==> run_1/ff_map.png <==
The bar under the picture is 50 um long.
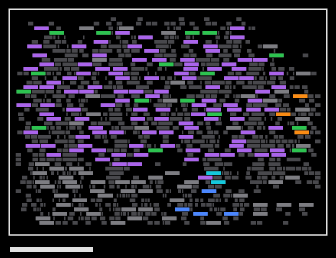
==> run_1/congestion_map.png <==
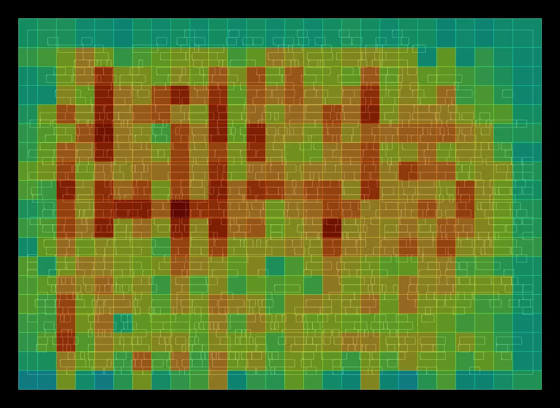
==> run_1/gates.png <==
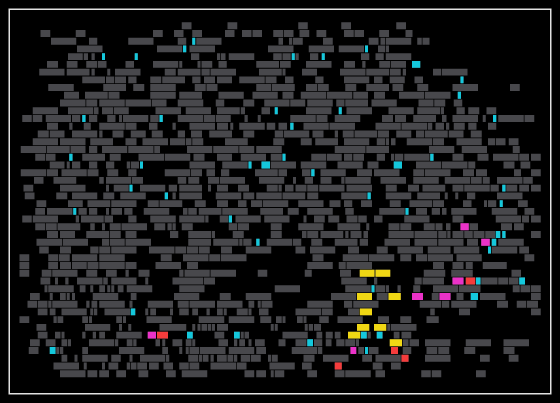
**src/rtl/alu_issue_if.sv**
```systemverilog
// Bundle between the ALU issue sequencer and its neighbours: instruction
// handshake, register-file load/debug access, ALU drive and result reporting.
interface alu_issue_if #(parameter int DW = 16);
   logic          in_valid;
   logic          in_ready;
   logic [15:0]   in_instr;
   logic          ld_en;
   logic [2:0]    ld_addr;
   logic [DW-1:0] ld_data;
   logic [DW-1:0] alu_a;
   logic [DW-1:0] alu_b;
   logic [3:0]    alu_sel;
   logic [DW-1:0] alu_out;
   logic          alu_zero;
   logic          done;
   logic [DW-1:0] res_data;
   logic          res_zero;
   logic          err;
   logic [2:0]    dbg_addr;
   logic [DW-1:0] dbg_data;

   modport master (
      output in_valid, in_instr, ld_en, ld_addr, ld_data, alu_out, alu_zero, dbg_addr,
      input  in_ready, alu_a, alu_b, alu_sel, done, res_data, res_zero, err, dbg_data
   );

   modport slave (
      input  in_valid, in_instr, ld_en, ld_addr, ld_data, alu_out, alu_zero, dbg_addr,
      output in_ready, alu_a, alu_b, alu_sel, done, res_data, res_zero, err, dbg_data
   );
endinterface

```
**src/rtl/alu_issue_seq.sv**
```systemverilog
// Four-state sequencer: accepts a register-register instruction, reads two
// operands from an 8x16 register file, drives an external ALU and writes back.
module alu_issue_seq #(
   parameter int NREG = 8,
   parameter int DW   = 16
) (
   input  logic      clk,
   input  logic      rst,
   alu_issue_if.slave bus
);
   localparam int AW = 3;

   typedef enum logic [1:0] {IDLE, READ, EXEC, WB} state_t;

   state_t        state_reg, state_next;
   logic [3:0]    func_reg;
   logic [AW-1:0] dst_reg, src1_reg, src2_reg;
   logic          illegal_reg;
   logic [DW-1:0] result_reg;
   logic [DW-1:0] rf_reg [NREG];
   logic [DW-1:0] alu_a_reg, alu_b_reg;
   logic [3:0]    alu_sel_reg;
   logic          done_reg, err_reg, res_zero_reg;
   logic [DW-1:0] res_data_reg;

   logic          accept;
   logic          func_is_cmp;
   logic [DW-1:0] op_a, op_b, exec_result;
   logic          rf_wr_en;
   logic [AW-1:0] rf_wr_addr;
   logic [DW-1:0] rf_wr_data;

   function automatic logic [3:0] decode_sel(input logic [3:0] f);
      case (f)
         4'd0:    return 4'b0000;
         4'd1:    return 4'b1010;
         4'd2:    return 4'b0100;
         4'd3:    return 4'b0110;
         4'd4:    return 4'b0111;
         4'd5:    return 4'b1000;
         4'd6:    return 4'b1001;
         4'd7:    return 4'b1100;
         4'd8:    return 4'b1101;
         4'd9:    return 4'b1110;
         4'd10:   return 4'b1111;
         default: return 4'b0000;
      endcase
   endfunction

   assign bus.in_ready = (state_reg == IDLE) && !bus.ld_en;
   assign accept       = bus.in_valid && bus.in_ready;

   assign op_a         = (src1_reg == '0) ? '0 : rf_reg[src1_reg];
   assign op_b         = (src2_reg == '0) ? '0 : rf_reg[src2_reg];
   assign bus.dbg_data = (bus.dbg_addr == '0) ? '0 : rf_reg[bus.dbg_addr];

   assign func_is_cmp  = (func_reg >= 4'd5) && (func_reg <= 4'd10);
   assign exec_result  = func_is_cmp ? {{(DW-1){1'b0}}, bus.alu_out[0]} : bus.alu_out;

   assign bus.alu_a    = alu_a_reg;
   assign bus.alu_b    = alu_b_reg;
   assign bus.alu_sel  = alu_sel_reg;
   assign bus.done     = done_reg;
   assign bus.err      = err_reg;
   assign bus.res_data = res_data_reg;
   assign bus.res_zero = res_zero_reg;

   always_ff @(posedge clk or posedge rst) begin
      if (rst) state_reg <= IDLE;
      else     state_reg <= state_next;
   end

   always_comb begin
      state_next = state_reg;
      case (state_reg)
         IDLE:    if (accept) state_next = READ;
         READ:    state_next = EXEC;
         EXEC:    state_next = WB;
         WB:      state_next = IDLE;
         default: state_next = IDLE;
      endcase
   end

   // Writeback and loads share one write port; they never coincide since
   // loads are only honoured in IDLE.
   always_comb begin
      rf_wr_en   = 1'b0;
      rf_wr_addr = bus.ld_addr;
      rf_wr_data = bus.ld_data;
      if (state_reg == WB) begin
         rf_wr_en   = !illegal_reg;
         rf_wr_addr = dst_reg;
         rf_wr_data = result_reg;
      end else if (state_reg == IDLE && bus.ld_en) begin
         rf_wr_en   = 1'b1;
      end
   end

   always_ff @(posedge clk or posedge rst) begin
      if (rst) begin
         for (int i = 0; i < NREG; i++) rf_reg[i] <= '0;
      end else if (rf_wr_en && rf_wr_addr != '0) begin
         rf_reg[rf_wr_addr] <= rf_wr_data;
      end
   end

   // Result flags are registered on the EXEC->WB edge so they are already
   // valid during the WB cycle that carries the done pulse.
   always_ff @(posedge clk or posedge rst) begin
      if (rst) begin
         func_reg     <= '0;
         dst_reg      <= '0;
         src1_reg     <= '0;
         src2_reg     <= '0;
         illegal_reg  <= 1'b0;
         result_reg   <= '0;
         alu_a_reg    <= '0;
         alu_b_reg    <= '0;
         alu_sel_reg  <= '0;
         done_reg     <= 1'b0;
         err_reg      <= 1'b0;
         res_data_reg <= '0;
         res_zero_reg <= 1'b1;
      end else begin
         done_reg <= 1'b0;
         case (state_reg)
            IDLE: begin
               if (accept) begin
                  func_reg <= bus.in_instr[15:12];
                  dst_reg  <= bus.in_instr[11:9];
                  src1_reg <= bus.in_instr[8:6];
                  src2_reg <= bus.in_instr[5:3];
               end
            end
            READ: begin
               alu_a_reg   <= op_a;
               alu_b_reg   <= op_b;
               alu_sel_reg <= decode_sel(func_reg);
               illegal_reg <= (func_reg > 4'd10);
            end
            EXEC: begin
               result_reg   <= exec_result;
               done_reg     <= 1'b1;
               err_reg      <= illegal_reg;
               res_data_reg <= illegal_reg ? '0 : exec_result;
               res_zero_reg <= illegal_reg ? 1'b1 : (exec_result == '0);
            end
            default: ;
         endcase
      end
   end
endmodule

```
**src/flat_wrapper.sv**
```systemverilog
// flat-port wrapper written by rule: the top's interface ports become plain ports
module alu_issue_seq_flat 
#(
   parameter int NREG = 8,
   parameter int DW   = 16
)
  (clk, rst, bus_in_valid, bus_in_instr, bus_ld_en, bus_ld_addr, bus_ld_data, bus_alu_out, bus_alu_zero, bus_dbg_addr, bus_in_ready, bus_alu_a, bus_alu_b, bus_alu_sel, bus_done, bus_res_data, bus_res_zero, bus_err, bus_dbg_data);
  alu_issue_if #(.DW(DW)) bus_i ();
  input  logic clk;
  input  logic rst;
  input wire logic [$bits(bus_i.in_valid)-1:0] bus_in_valid;
  input wire logic [$bits(bus_i.in_instr)-1:0] bus_in_instr;
  input wire logic [$bits(bus_i.ld_en)-1:0] bus_ld_en;
  input wire logic [$bits(bus_i.ld_addr)-1:0] bus_ld_addr;
  input wire logic [$bits(bus_i.ld_data)-1:0] bus_ld_data;
  input wire logic [$bits(bus_i.alu_out)-1:0] bus_alu_out;
  input wire logic [$bits(bus_i.alu_zero)-1:0] bus_alu_zero;
  input wire logic [$bits(bus_i.dbg_addr)-1:0] bus_dbg_addr;
  output wire logic [$bits(bus_i.in_ready)-1:0] bus_in_ready;
  output wire logic [$bits(bus_i.alu_a)-1:0] bus_alu_a;
  output wire logic [$bits(bus_i.alu_b)-1:0] bus_alu_b;
  output wire logic [$bits(bus_i.alu_sel)-1:0] bus_alu_sel;
  output wire logic [$bits(bus_i.done)-1:0] bus_done;
  output wire logic [$bits(bus_i.res_data)-1:0] bus_res_data;
  output wire logic [$bits(bus_i.res_zero)-1:0] bus_res_zero;
  output wire logic [$bits(bus_i.err)-1:0] bus_err;
  output wire logic [$bits(bus_i.dbg_data)-1:0] bus_dbg_data;
  assign bus_i.in_valid = bus_in_valid;
  assign bus_i.in_instr = bus_in_instr;
  assign bus_i.ld_en = bus_ld_en;
  assign bus_i.ld_addr = bus_ld_addr;
  assign bus_i.ld_data = bus_ld_data;
  assign bus_i.alu_out = bus_alu_out;
  assign bus_i.alu_zero = bus_alu_zero;
  assign bus_i.dbg_addr = bus_dbg_addr;
  assign bus_in_ready = bus_i.in_ready;
  assign bus_alu_a = bus_i.alu_a;
  assign bus_alu_b = bus_i.alu_b;
  assign bus_alu_sel = bus_i.alu_sel;
  assign bus_done = bus_i.done;
  assign bus_res_data = bus_i.res_data;
  assign bus_res_zero = bus_i.res_zero;
  assign bus_err = bus_i.err;
  assign bus_dbg_data = bus_i.dbg_data;
  alu_issue_seq #(.NREG(NREG), .DW(DW)) u_core (.clk(clk), .rst(rst), .bus(bus_i));
endmodule
```
**config.mk**
```make
export PLATFORM = sky130hd
export DESIGN_NAME = alu_issue_seq_flat
export DESIGN_NICKNAME = d
export VERILOG_FILES = /design/src/rtl/alu_issue_if.sv /design/src/rtl/alu_issue_seq.sv /design/src/flat_wrapper.sv
export SDC_FILE = /design/constraint.sdc
export NUM_CORES = 1
export LEC_CHECK = 0
export CORE_ASPECT_RATIO = 0.7
export CORE_MARGIN = 3
export CORE_UTILIZATION = 46
export DETAILED_ROUTE_END_ITERATION = 10
export HOLD_SLACK_MARGIN = 0.15
export PLACE_DENSITY = 0.68
export SLEW_MARGIN = 20
export SYNTH_ARGS = -nofsm -noshare
export SYNTH_HDL_FRONTEND = slang
export SYNTH_SLANG_ARGS = --single-unit
```
**constraint.sdc**
```tcl
create_clock -name clk -period 9.1 [get_ports clk]
set_clock_uncertainty 0.15 [all_clocks]
set_input_delay 1.365 -clock clk [delete_from_list [all_inputs] [get_ports clk]]
set_output_delay 1.365 -clock clk [all_outputs]
set_load 0.1 [all_outputs]
```
==> impl_metrics.json, run 1 <==
{
  "finalHoldViolCount": 0,
  "ys_dominant_reg_cell": "dfrtp_1",
  "syn-cell-area_sq_um": 10890,
  "dp_hpwl_mm": 18.17,
  "postCtsSetupRepairBufs": 0,
  "route.met2.wl_mm": 13.67,
  "antenna_found_initial": 0,
  "buffer_area_frac": 0.1064,
  "grt_pass1_vias": 7712,
  "warning_count": 39,
  "yosys.area.top_type": "dfrtp_1",
  "logic_gates": 485,
  "dr_wl_met3_mm": 1.682,
  "period_needed_ps": 6495,
  "seq_share": 0.3871,
  "tap_cells": 312,
  "drv_slew": 0,
  "status": "finished clean",
  "arrival_ps": 4980,
  "final_layout_size_suffix_gt1_frac": 0.3236,
  "largest_reg_flops": 112,
  "comb_area_frac": 0.4018,
  "max_stage_delay_ps": 1190,
  "final-setup-viol-count": 0,
  "drc": 0,
  "area_delta_synth_final_pct": 18.19,
  "vias": 7569,
  "ys_ff": 199,
  "path_cells": "clkdlybuf4s50_1 -> buf_4 -> nor2b_2 -> a221oi_1 -> a21oi_1 -> clkdlybuf4s50_1",
  "flop-count": 199,
  "ys_sh_xor": 0,
  "r2r_slack_ps": 6090,
  "simple_gate_share": 0.04344,
  "top_area_frac": 0.4551,
  "holdBufCountCts": 0,
  "largest_cell_class": "combinational gates",
  "syn_nets": 919,
  "crit_end": "bus_dbg_data[11]",
  "combGateArea_sq_um": 5171,
  "wl_met1_mm": 14.03,
  "die_area_sq_um": 25580,
  "synth_cells": 851,
  "ys_sh_aoi": 0.1078,
  "cts-resized-gates": 0,
  "final-clk-cell-share": 0.04521,
  "critical_path.top_delay_family": "buffers and inverters",
  "cp.required_ps": 7590,
  "clockBufferDepth": 2,
  "grt_pass1_wl_mm": 46.68,
  "top_cell": "dfrtp_1",
  "place_ws_ps": 2585,
  "r2r-end": "u_core.rf_reg[28]",
  "tns_ps": 0,
  "ys_async_sr_fraction": 1.000,
  "grt_start_max_net_pins": 127,
  "fp.dieW_um": 189.9,
  "seq_area_sq_um": 4981,
  "grt_overflow_total": 0,
  "cts_sinks": 199,
  "crit_path_start_kind": "input port",
  "vias_per_cell": 5.974,
  "fa_ha_area_frac": 0.01034,
  "ys_warn_count": 0,
  "hold_depth": 1,
  "maxCapViolCount": 0,
  "period_used_share": 0.7137,
  "dp_cells": 1235,
  "postSynthAreaPerCell_sq_um": 12.79,
  "antenna_cells": 0,
  "fin_ws_ps": 2605,
  "logic_family": "multiplexers",
  "most-common-layout-cells": "dfrtp_1 (198), mux2_2 (163), clkdlybuf4s50_1 (125)",
  "finalNonFillerCells": 1267,
  "boundaryPins": 131,
  "ys_top_cells_by_area": "dfrtp_1 (46%), mux2_2 (17%), mux4_2 (9.9%), mux2_4 (4.1%), a221oi_1 (3.8%)",
  "drt-total-wl_mm": 29.81,
  "synthDistinctLibCells": 44,
  "yosys-stat-cells": 851,
  "r2r-start": "u_core.state_reg[1]",
  "first_pass_iters": 5,
  "crit_type": "input port to primary output",
  "reg2reg_depth": 4
}
## Picture notes: ff_map.png
Key: u_core.bus.alu_sel = blue [sequential cells 4]; u_core.rf_reg = purple [sequential cells 112]; u_core.state_reg = cyan [sequential cells 2]; u_core.bus.alu_a = green [sequential cells 16]; u_core.src2_reg = orange [sequential cells 3]
Another 62 sequential cells are not coloured.

## Picture notes: congestion_map.png
Routed wire per std cell: 23.53 um
met1 GRT Util: 0.3602
M2 GR Usage: 0.3613

## Picture notes: gates.png
Key: and/or cells = magenta [cells 7, most used or3b_4, where bottom right]; fa/ha/maj cells = yellow [cells 9, most used ha_1]; nor cells = cyan [cells 49, most used nor2_1, where widely spread]; non-inverting ao/oa cells = red [cells 5, most used o21a_1]

## Run 2: what changed since run 1
clock period = 6.6 ns   (was 9.1 ns; I/O delays follow)
==> run 2 against run 1 <==
Compared with the run above:
- synthesized area is the same
- worst hold slack gained 7.7 ps
- register-to-register slack lost 2600 ps
- clock-buffer cell count shrank 1
- cell count is essentially flat
- final area shrank 0.11%
- critical endpoint is now bus_dbg_data[15]
- largest cell class unchanged
==> impl_metrics.json, run 2 <==
{
  "status": "finished clean",
  "crit_path_start_kind": "input port",
  "grt_pass1_wl_mm": 47.44,
  "warning_count": 37,
  "grt_pass1_vias": 7627,
  "logic_gates": 485,
  "reg2reg_depth": 4,
  "area_delta_synth_final_pct": 18.06,
  "seq_area_sq_um": 4981,
  "seq_share": 0.3875,
  "rsz0062_at_grt": "no",
  "grt_util_met2": 0.3539,
  "route.met2.wl_mm": 13.43,
  "antenna_found_initial": 0,
  "fp.dieW_um": 189.9,
  "clkSlewWorstSetupHoldPaths_ps": 80,
  "path_cells": "clkdlybuf4s50_1 -> nor2b_1 -> buf_4 -> a22oi_1 -> o21ai_0 -> buf_4",
  "die_area_sq_um": 25580,
  "comb_area_frac": 0.4022,
  "combGateArea_sq_um": 5170,
  "use_met1": 0.3835,
  "critical_path.top_delay_family": "buffers and inverters",
  "wl_met1_mm": 14.86,
  "tns_ps": 0,
  "post-route-util": 0.5598,
  "top_cell": "dfrtp_1",
  "clockBufferDepth": 2,
  "drt-total-wl_mm": 30.60,
  "first_pass_iters": 5,
  "tap_cells": 312,
  "simple_gate_share": 0.04344,
  "vias": 7574,
  "drv_slew": 0,
  "grt_start_max_net_pins": 73,
  "vias_per_cell": 5.973,
  "crit_end": "bus_dbg_data[15]",
  "dp_cells": 1236,
  "fin_ws_ps": 1861,
  "drc": 0,
  "cts-resized-gates": 0,
  "cts_sinks": 199,
  "finalHoldViolCount": 0,
  "synth.top_cells.by_count": "dfrtp_1 (198), mux2_2 (163), inv_1 (98), mux4_2 (48), a221oi_1 (47)",
  "cp.required_ps": 5460,
  "largest_reg_flops": 112,
  "buffer_area_frac": 0.1040,
  "yosys-stat-cells": 851,
  "ys_warn_count": 0,
  "ys_top_cells_by_area": "dfrtp_1 (46%), mux2_2 (17%), mux4_2 (9.9%), mux2_4 (4.1%), a221oi_1 (3.8%)",
  "ant_nets": 0,
  "arrival_ps": 3600,
  "dr_wl_met3_mm": 2.036,
  "ys_async_sr_fraction": 1.000,
  "r2r-end": "u_core.rf_reg[31]",
  "yosysSeqAreaShare": 0.4575,
  "ys_ff": 199,
  "top_area_frac": 0.4551,
  "place_ws_ps": 1984,
  "final-clk-cell-share": 0.04682,
  "dp_hpwl_mm": 18.39,
  "syn-cell-area_sq_um": 10890,
  "ys_sh_xor": 0,
  "placed_cell_area_sq_um": 12250,
  "r2r-start": "u_core.state_reg[1]",
  "final-setup-viol-count": 0,
  "holdBufCountCts": 0,
  "synthDistinctLibCells": 44,
  "postSynthAreaPerCell_sq_um": 12.79,
  "r2r_slack_ps": 3520,
  "fa_ha_area_frac": 0.01034,
  "grt_overflow_total": 0,
  "most-common-layout-cells": "dfrtp_1 (198), mux2_2 (163), clkdlybuf4s50_1 (109)",
  "clock_latency_ps": 450,
  "postCtsSetupRepairBufs": 0,
  "crit_type": "input port to primary output",
  "grt.total_usage": 0.2454,
  "ys_sh_aoi": 0.1078,
  "finalNonFillerCells": 1268,
  "synth_cells": 851,
  "final_layout_size_suffix_gt1_frac": 0.3421,
  "period_used_share": 0.7181,
  "flop-count": 199,
  "syn_nets": 919,
  "max_stage_delay_ps": 750,
  "period_needed_ps": 4739,
  "edf_count": 0,
  "antenna_cells": 0,
  "largest_cell_class": "combinational gates"
}
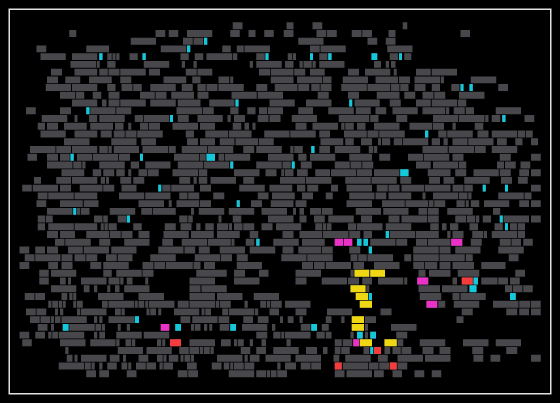
(run_2/gates.png)
Key: fa/ha/maj cells = yellow [cells 9, most used ha_1]; non-inverting ao/oa cells = red [cells 5, most used o21a_1]; and/or cells = magenta [cells 7, most used or3b_4]; nor cells = cyan [cells 49, most used nor2_1, where widely spread]

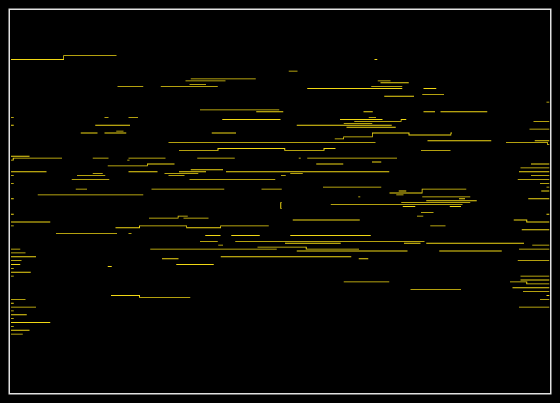
(run_2/m3.png)
116 nets have wire on it. The layer carries 2,040 um of wire.

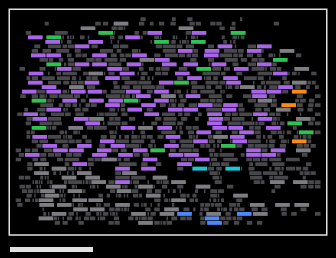
(run_2/ff_map.png)
The bar under the picture is 50 um long.
Key: u_core.rf_reg = purple [sequential cells 112]; u_core.bus.alu_sel = blue [sequential cells 4]; u_core.src2_reg = orange [sequential cells 3]; u_core.bus.alu_a = green [sequential cells 16]; u_core.state_reg = cyan [sequential cells 2]
Another 62 sequential cells are not coloured.

## Run 3: what changed since run 2
clock period = 4.9 ns   (was 6.6 ns; I/O delays follow)
==> run 3 against run 2 <==
Compared with the run above:
- synthesized area is the same
- synthesized cell count unchanged
- sequential cell count unchanged
- sequential share of layout area fell by 0.70 points
- critical endpoint unchanged
- highest routed layer unchanged
==> impl_metrics.json, run 3 <==
{
  "status": "finished clean",
  "largest_cell_class": "combinational gates",
  "yosys-stat-cells": 851,
  "path_cells": "clkdlybuf4s50_1 -> nor2b_1 -> buf_4 -> a22oi_1 -> o21ai_0 -> buf_12",
  "hold_depth": 1,
  "fillers": 1878,
  "final-setup-viol-count": 0,
  "fin_hold_ws_ps": 337.0,
  "crit_end": "bus_dbg_data[15]",
  "fmax_ghz": 0.2620,
  "boundaryPins": 131,
  "grt_start_max_net_pins": 162,
  "final_layout_size_suffix_gt1_frac": 0.3434,
  "die_area_sq_um": 25580,
  "synth_cells": 851,
  "holdBufCountCts": 0,
  "comb_area_frac": 0.3948,
  "dp_cells": 1241,
  "drt-total-wl_mm": 30.56,
  "seq_share": 0.3805,
  "post-route-util": 0.5701,
  "seq_area_sq_um": 4981,
  "ys_dominant_reg_cell": "dfrtp_1",
  "antenna_cells": 0,
  "clkSlewWorstSetupHoldPaths_ps": 80,
  "flop-count": 199,
  "arrival_ps": 2930,
  "dr_wl_met3_mm": 2.294,
  "reg2reg_depth": 4,
  "max_stage_delay_ps": 830,
  "edf_count": 0,
  "yosys.area.top_type": "dfrtp_1",
  "rsz0062_at_grt": "no",
  "yosysSeqAreaShare": 0.4575,
  "logic_family": "multiplexers",
  "ys_warn_count": 0,
  "drc": 0,
  "crit_type": "input port to primary output",
  "ant_nets": 0,
  "mux_area_frac": 0.3120,
  "r2r-end": "u_core.rf_reg[27]",
  "antenna_found_initial": 0,
  "ys_sh_xor": 0,
  "gp_congestion": 0.8087,
  "holdCritStartpoint": "u_core.bus.alu_sel[3]",
  "syn_nets": 919,
  "grt-busiest-layer": "met1",
  "grt_pass1_wl_mm": 47.46,
  "tap_cells": 312,
  "fin_ws_ps": 1083,
  "rows": 46,
  "use_met1": 0.3707,
  "placed_cell_area_sq_um": 12500,
  "syn-cell-area_sq_um": 10890,
  "ys_sh_aoi": 0.1078,
  "period_used_share": 0.7790,
  "ys_async_sr_fraction": 1.000,
  "vias_per_cell": 5.993,
  "cp.required_ps": 4010,
  "dp_hpwl_mm": 18.91,
  "warning_count": 39,
  "finalNonFillerCells": 1273,
  "fa_ha_area_frac": 0.01034,
  "crit_path_start_kind": "input port",
  "synth.top_cells.by_count": "dfrtp_1 (198), mux2_2 (163), inv_1 (98), mux4_2 (48), a221oi_1 (47)",
  "first_pass_iters": 4,
  "largest_reg_flops": 112,
  "cts_sinks": 199,
  "tns_ps": 0,
  "synthDistinctLibCells": 44,
  "wl_met1_mm": 14.28,
  "startpoint": "bus_dbg_addr[1]",
  "clockBufferDepth": 2,
  "grt_pass1_vias": 7637,
  "vias": 7629,
  "buffer_area_frac": 0.1212,
  "area_delta_synth_final_pct": 20.24,
  "postCtsSetupRepairBufs": 0,
  "place_ws_ps": 1146,
  "finalHoldViolCount": 0,
  "clkbuf_count": 18,
  "fp.dieW_um": 189.9,
  "ys_ff": 199,
  "period_needed_ps": 3817,
  "top_cell": "dfrtp_1",
  "grt_overflow_total": 0,
  "combGateArea_sq_um": 5169,
  "top_area_frac": 0.4551,
  "most-common-layout-cells": "dfrtp_1 (198), mux2_2 (163), clkdlybuf4s50_1 (109)",
  "maxCapViolCount": 0,
  "cts-resized-gates": 0,
  "grt_util_met2": 0.3571,
  "drv_slew": 0,
  "clock_latency_ps": 440,
  "critical_path.top_delay_family": "buffers and inverters",
  "final-clk-cell-share": 0.04530,
  "simple_gate_share": 0.04344
}
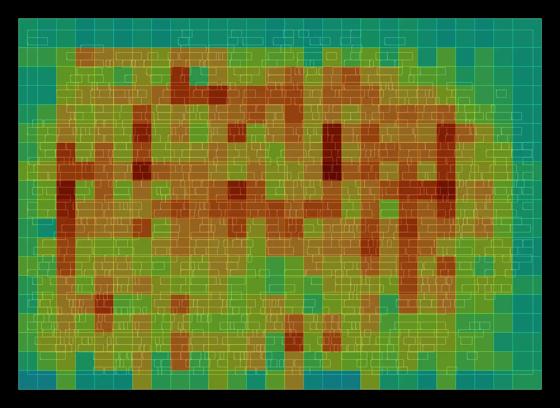
(run_3/congestion_map.png)
GR Util All Layers: 0.2439
Routed wire per std cell: 24.00 um

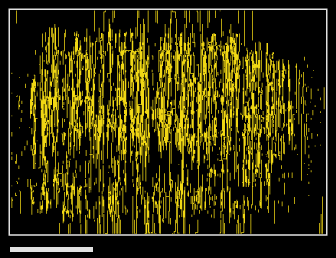
(run_3/m2.png)
The bar under the picture is 50 um long.
The wires run mostly vertical. The longest straight run is 83.3 um. The layer holds 44% of the routed length.

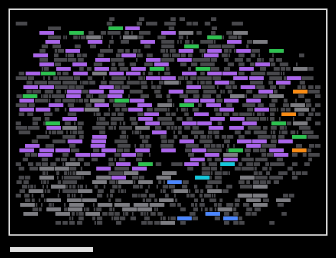
(run_3/ff_map.png)
The bar under the picture is 50 um long.
Key: u_core.bus.alu_sel = blue [sequential cells 4, where bottom middle]; u_core.state_reg = cyan [sequential cells 2]; u_core.bus.alu_a = green [sequential cells 16]; u_core.rf_reg = purple [sequential cells 112]; u_core.src2_reg = orange [sequential cells 3]
Another 62 sequential cells are not coloured.

